==> src/rtl/mc_control_fsm.sv <==
// ============================================================================
// mc_control_fsm
// ----------------------------------------------------------------------------
// Multicycle control unit for the 8-bit MIPS processor. It runs the shared
// datapath one state per clock. From the current state it drives every mux
// select, the register-file, memory and PC/IR write enables, and the ALU
// operation class. The only inputs are the instruction opcode and, when
// configured, a memory-ready handshake.
//
// Build option:
//   MEM_WAIT_EN - when defined, FETCH, MEMRD and MEMWR stall while
//                 mem_ready=0. In FETCH, ir_write and pc_write are then
//                 qualified by mem_ready. When not defined, mem_ready is
//                 ignored and each memory state lasts exactly one cycle.
//
// Ports:
//   clk           in   system clock; all state changes on the rising edge
//   rst_n         in   synchronous, active-low reset
//   opcode[5:0]   in   instruction opcode, sampled in DECODE only
//   mem_ready     in   memory access complete (MEM_WAIT_EN builds only)
//   pc_write      out  unconditional PC write
//   pc_write_cond out  branch-qualified PC write
//   iord          out  address mux: 0=PC, 1=ALUOut
//   mem_read      out  memory read strobe
//   mem_write     out  memory write strobe
//   ir_write      out  instruction register load
//   mem_to_reg    out  register write-data mux: 0=ALUOut, 1=MDR
//   reg_dst       out  destination register mux: 0=rt, 1=rd
//   reg_write     out  register-file write
//   alu_src_a     out  ALU A mux: 0=PC, 1=A register
//   alu_src_b[1:0] out ALU B mux: 00=B, 01=1, 10=sign-ext imm, 11=branch offs
//   alu_op[1:0]   out  00=add, 01=subtract, 10=funct-decoded
//   pc_source[1:0] out PC mux: 00=ALU result, 01=ALUOut, 10=jump target
//   instr_done    out  one-cycle pulse in an instruction's final state
//   illegal_op    out  one-cycle pulse after DECODE rejects an opcode
//   state[3:0]    out  current state encoding, for debug
// ============================================================================
module mc_control_fsm (
    input  logic       clk,
    input  logic       rst_n,
    input  logic [5:0] opcode,
    input  logic       mem_ready,
    output logic       pc_write,
    output logic       pc_write_cond,
    output logic       iord,
    output logic       mem_read,
    output logic       mem_write,
    output logic       ir_write,
    output logic       mem_to_reg,
    output logic       reg_dst,
    output logic       reg_write,
    output logic       alu_src_a,
    output logic [1:0] alu_src_b,
    output logic [1:0] alu_op,
    output logic [1:0] pc_source,
    output logic       instr_done,
    output logic       illegal_op,
    output logic [3:0] state
);

    localparam logic [5:0] OP_RTYPE = 6'b000000;
    localparam logic [5:0] OP_LW    = 6'b100011;
    localparam logic [5:0] OP_SW    = 6'b101011;
    localparam logic [5:0] OP_BEQ   = 6'b000100;
    localparam logic [5:0] OP_J     = 6'b000010;
    localparam logic [5:0] OP_ADDI  = 6'b001000;

    typedef enum logic [3:0] {
        S_RESET  = 4'd0,
        S_FETCH  = 4'd1,
        S_DECODE = 4'd2,
        S_MEMADR = 4'd3,
        S_MEMRD  = 4'd4,
        S_MEMWB  = 4'd5,
        S_MEMWR  = 4'd6,
        S_EXEC   = 4'd7,
        S_ALUWB  = 4'd8,
        S_BRANCH = 4'd9,
        S_JUMP   = 4'd10,
        S_ADDIEX = 4'd11,
        S_ADDIWB = 4'd12
    } state_t;

    state_t     state_q, state_d;
    logic [5:0] opcode_q;
    logic       illegal_q, illegal_d;

    // mem_go is high when a memory state may complete this cycle.
    logic mem_go;
`ifdef MEM_WAIT_EN
    assign mem_go = mem_ready;
`else
    assign mem_go = 1'b1;
    logic unused_mem_ready;
    assign unused_mem_ready = mem_ready;
`endif

    // ------------------------------------------------------------------
    // State, latched opcode and illegal-op flag
    // ------------------------------------------------------------------
    always_ff @(posedge clk) begin
        if (!rst_n) begin
            state_q   <= S_RESET;
            opcode_q  <= 6'd0;
            illegal_q <= 1'b0;
        end else begin
            state_q   <= state_d;
            illegal_q <= illegal_d;
            // Latch the opcode once so MEMADR is immune to later IR changes.
            if (state_q == S_DECODE) begin
                opcode_q <= opcode;
            end
        end
    end

    // ------------------------------------------------------------------
    // Next-state logic
    // ------------------------------------------------------------------
    always_comb begin
        state_d   = state_q;
        illegal_d = 1'b0;
        case (state_q)
            S_RESET:  state_d = S_FETCH;
            S_FETCH:  if (mem_go) state_d = S_DECODE;
            S_DECODE: begin
                case (opcode)
                    OP_LW,
                    OP_SW:    state_d = S_MEMADR;
                    OP_RTYPE: state_d = S_EXEC;
                    OP_BEQ:   state_d = S_BRANCH;
                    OP_J:     state_d = S_JUMP;
                    OP_ADDI:  state_d = S_ADDIEX;
                    default: begin
                        // Illegal_op is registered so that it has no
                        // combinational path from opcode. The pulse
                        // therefore appears in the first cycle of the
                        // following FETCH.
                        state_d   = S_FETCH;
                        illegal_d = 1'b1;
                    end
                endcase
            end
            S_MEMADR: state_d = (opcode_q == OP_LW) ? S_MEMRD : S_MEMWR;
            S_MEMRD:  if (mem_go) state_d = S_MEMWB;
            S_MEMWR:  if (mem_go) state_d = S_FETCH;
            S_EXEC:   state_d = S_ALUWB;
            S_ADDIEX: state_d = S_ADDIWB;
            S_MEMWB,
            S_ALUWB,
            S_BRANCH,
            S_JUMP,
            S_ADDIWB: state_d = S_FETCH;
            // Unused encodings 13-15 recover to FETCH.
            default:  state_d = S_FETCH;
        endcase
    end

    // ------------------------------------------------------------------
    // Moore output decode
    // ------------------------------------------------------------------
    always_comb begin
        pc_write      = 1'b0;
        pc_write_cond = 1'b0;
        iord          = 1'b0;
        mem_read      = 1'b0;
        mem_write     = 1'b0;
        ir_write      = 1'b0;
        mem_to_reg    = 1'b0;
        reg_dst       = 1'b0;
        reg_write     = 1'b0;
        alu_src_a     = 1'b0;
        alu_src_b     = 2'b00;
        alu_op        = 2'b00;
        pc_source     = 2'b00;
        instr_done    = 1'b0;
        case (state_q)
            S_FETCH: begin
                mem_read  = 1'b1;
                // Load IR and increment PC once only, when the fetch completes.
                ir_write  = mem_go;
                pc_write  = mem_go;
                alu_src_b = 2'b01;
            end
            S_DECODE: alu_src_b = 2'b11;
            S_MEMADR,
            S_ADDIEX: begin
                alu_src_a = 1'b1;
                alu_src_b = 2'b10;
            end
            S_MEMRD: begin
                mem_read = 1'b1;
                iord     = 1'b1;
            end
            S_MEMWB: begin
                reg_write  = 1'b1;
                mem_to_reg = 1'b1;
                instr_done = 1'b1;
            end
            S_MEMWR: begin
                mem_write  = 1'b1;
                iord       = 1'b1;
                // Pulse only on the completing cycle of a stalled store.
                instr_done = mem_go;
            end
            S_EXEC: begin
                alu_src_a = 1'b1;
                alu_op    = 2'b10;
            end
            S_ALUWB: begin
                reg_write  = 1'b1;
                reg_dst    = 1'b1;
                instr_done = 1'b1;
            end
            S_BRANCH: begin
                alu_src_a     = 1'b1;
                alu_op        = 2'b01;
                pc_write_cond = 1'b1;
                pc_source     = 2'b01;
                instr_done    = 1'b1;
            end
            S_JUMP: begin
                pc_write   = 1'b1;
                pc_source  = 2'b10;
                instr_done = 1'b1;
            end
            S_ADDIWB: begin
                reg_write  = 1'b1;
                instr_done = 1'b1;
            end
            default: ;
        endcase
    end

    assign illegal_op = illegal_q;
    assign state      = state_q;

endmodule

==> config.mk <==
export PLATFORM = sky130hd
export DESIGN_NAME = mc_control_fsm
export DESIGN_NICKNAME = d
export VERILOG_FILES = /design/src/rtl/mc_control_fsm.sv
export SDC_FILE = /design/constraint.sdc
export NUM_CORES = 1
export LEC_CHECK = 0
export ABC_AREA = 1
export CAP_MARGIN = 30
export CORE_UTILIZATION = 43
export DETAILED_ROUTE_END_ITERATION = 8
export PLACE_DENSITY = 0.83
export SLEW_MARGIN = 10
export SYNTH_ARGS = -nofsm -noshare
export SYNTH_HDL_FRONTEND = slang
export SYNTH_SLANG_ARGS = --single-unit
==> constraint.sdc <==
create_clock -name clk -period 2.6 [get_ports clk]
set_input_delay 0.39 -clock clk [delete_from_list [all_inputs] [get_ports clk]]
set_output_delay 0.39 -clock clk [all_outputs]
set_load 0.01 [all_outputs]
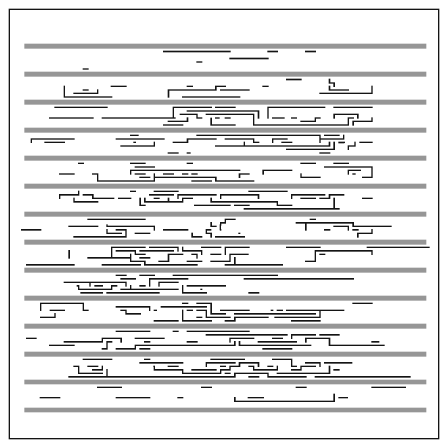
Fig. 1. The metal 1 layer.
Supply wires on this layer in grey.
longest straight run: 16.1 um
main direction: horizontal

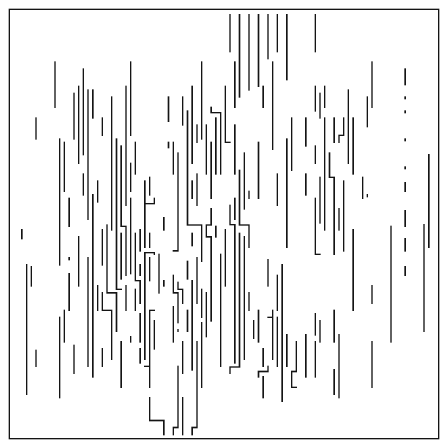
Fig. 2. M2 wires.
nets with wire on the layer: 122
share of all routed wire: 48%

==> summary.json <==
{
  "syn_to_final_growth_pct": 46.2,
  "clock_tree.htree_level_count": 1,
  "drtIter0Drc": 17,
  "synthTopCellsByCount": "sky130_fd_sc_hd__nor2_1, sky130_fd_sc_hd__nand2_1, sky130_fd_sc_hd__inv_1, sky130_fd_sc_hd__dfxtp_1, sky130_fd_sc_hd__nand3_1",
  "post-route-drc-count": 0,
  "syn-instance-count": 109,
  "floorplan.nets": 118,
  "chipArea_mm2": 0.00173,
  "synth-adder-area-share_pct": 0,
  "power_frac_seq_pct": 30.5,
  "yosys_area_um2": 674,
  "final.fill_count": 131,
  "ff_latch_area_um2": 220,
  "critical_path_arrival_ns": 1.85,
  "main_synth_ff_type": "sky130_fd_sc_hd__dfxtp_1",
  "fmax_ghz": 0.446,
  "top_cells_by_area": "sky130_fd_sc_hd__dfxtp_1, sky130_fd_sc_hd__nor2_1, sky130_fd_sc_hd__nand2_1",
  "status": "finished clean",
  "ios": 31,
  "insertedDiodeCount": 0,
  "slew_headroom_pct": 77.1,
  "top_area_share_pct": 32.7,
  "detailedPlace.worstSlack_ns": 0.649,
  "grt.total_usage_pct": 22.4,
  "ys_sh_simple_pct": 43.2,
  "largest_fanout_of_any_net_on_the_critical_path": 15,
  "cts_tree": "yes",
  "design.final.nets": 149
}
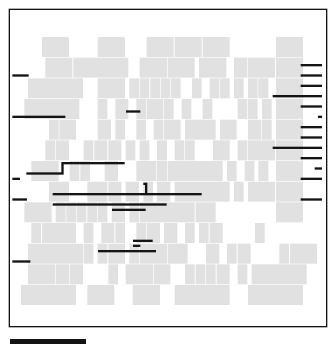
Fig. 3. The metal 3 layer.
Bar = 10 um. Cells faint in the background.
wire length on this layer: 115 um
nets with wire on the layer: 24

==> kinds of logic (layout without fill, tap and decap cells) <==
logic type             after synthesis  in the layout
AND/OR/NAND/NOR                     65             65
buffers and inverters               19             49
AND-OR/OR-AND                       14             14
flip-flops                          11             11
==> cell usage in the layout, fill, tap and decap left out, drive strengths merged <==
master and count:
nand3 9, nor3 1, clkbuf 4, nand4 1, a21oi 7, nand2 18
a211oi 1, clkdlybuf4s50 29, dfxtp 11, inv 16, o21ai 5, a31oi 1
nor2 34, nand3b 2
==> power by group through the flow <==
stage | Clock (mW) | Sequential, mW | Combinational [mW]
final | 0.114 | 0.250 | 0.455
after global routing | 0.123 | 0.257 | 0.503
after CTS | 0.119 | 0.250 | 0.455
after detailed placement | 0 | 0.254 | 0.453
after global placement | 0 | 0.251 | 0.447
after floorplan | 0 | 0.257 | 0.249
==> path summary, 6_finish.rpt <==
path                                   from  slack, ns      endpoint  cells past startpoint
worst max register to register     state[1]       1.28   opcode_q[5]                      5
worst min-delay path            opcode_q[5]       0.47   opcode_q[5]                      2
worst max-delay path               state[1]       0.36  alu_src_b[1]                      5
worst min register to register  opcode_q[5]       0.47   opcode_q[5]                      2
==> metal layers <==
metal	GRT usage (%)	up-vias	part of all wire, %
li1	-	401	-
met1	28.8	352	44
met2	36.3	33	48
met3	6.96	4	6.5
met4	5.81	0	1.7
met5	0	-	0
==> flip-flops by register name (all words and copies together) (netlist names) <==
name        cells
opcode_q        6
state           4
illegal_op      1
==> final cells by class <==
| type | count | area share, % |
|---|---|---|
| clock buffer | 4 | 2.66 |
| timing repair buffer | 29 | 29.4 |
| sequential | 11 | 22.3 |
| tap | 15 | 1.90 |
| multi-input combinational | 79 | 37.6 |
| inverter | 16 | 6.09 |
==> worst register-to-register path, stage by stage, from the launching register on <==
cell	delay, ns
sky130_fd_sc_hd__dfxtp_1	0.39
sky130_fd_sc_hd__nand2_2	0.10
sky130_fd_sc_hd__nor2_4	0.31
sky130_fd_sc_hd__inv_1	0.16
sky130_fd_sc_hd__o21ai_0	0.18
sky130_fd_sc_hd__a21oi_1	0.06
==> metrics by stage <==
step                utilization [%]  cells  power [mW]  hold WS, ns
floorplan                         -    109       0.507        0.430
global placement               69.4    150       0.698        0.445
detailed placement             69.4    150       0.707        0.460
CTS                            71.3    154       0.824        0.472
global route                   71.3    154       0.882        0.489
finish                         71.3    154       0.819        0.469
No activity file was given, so power comes from the tool's default toggle rates.
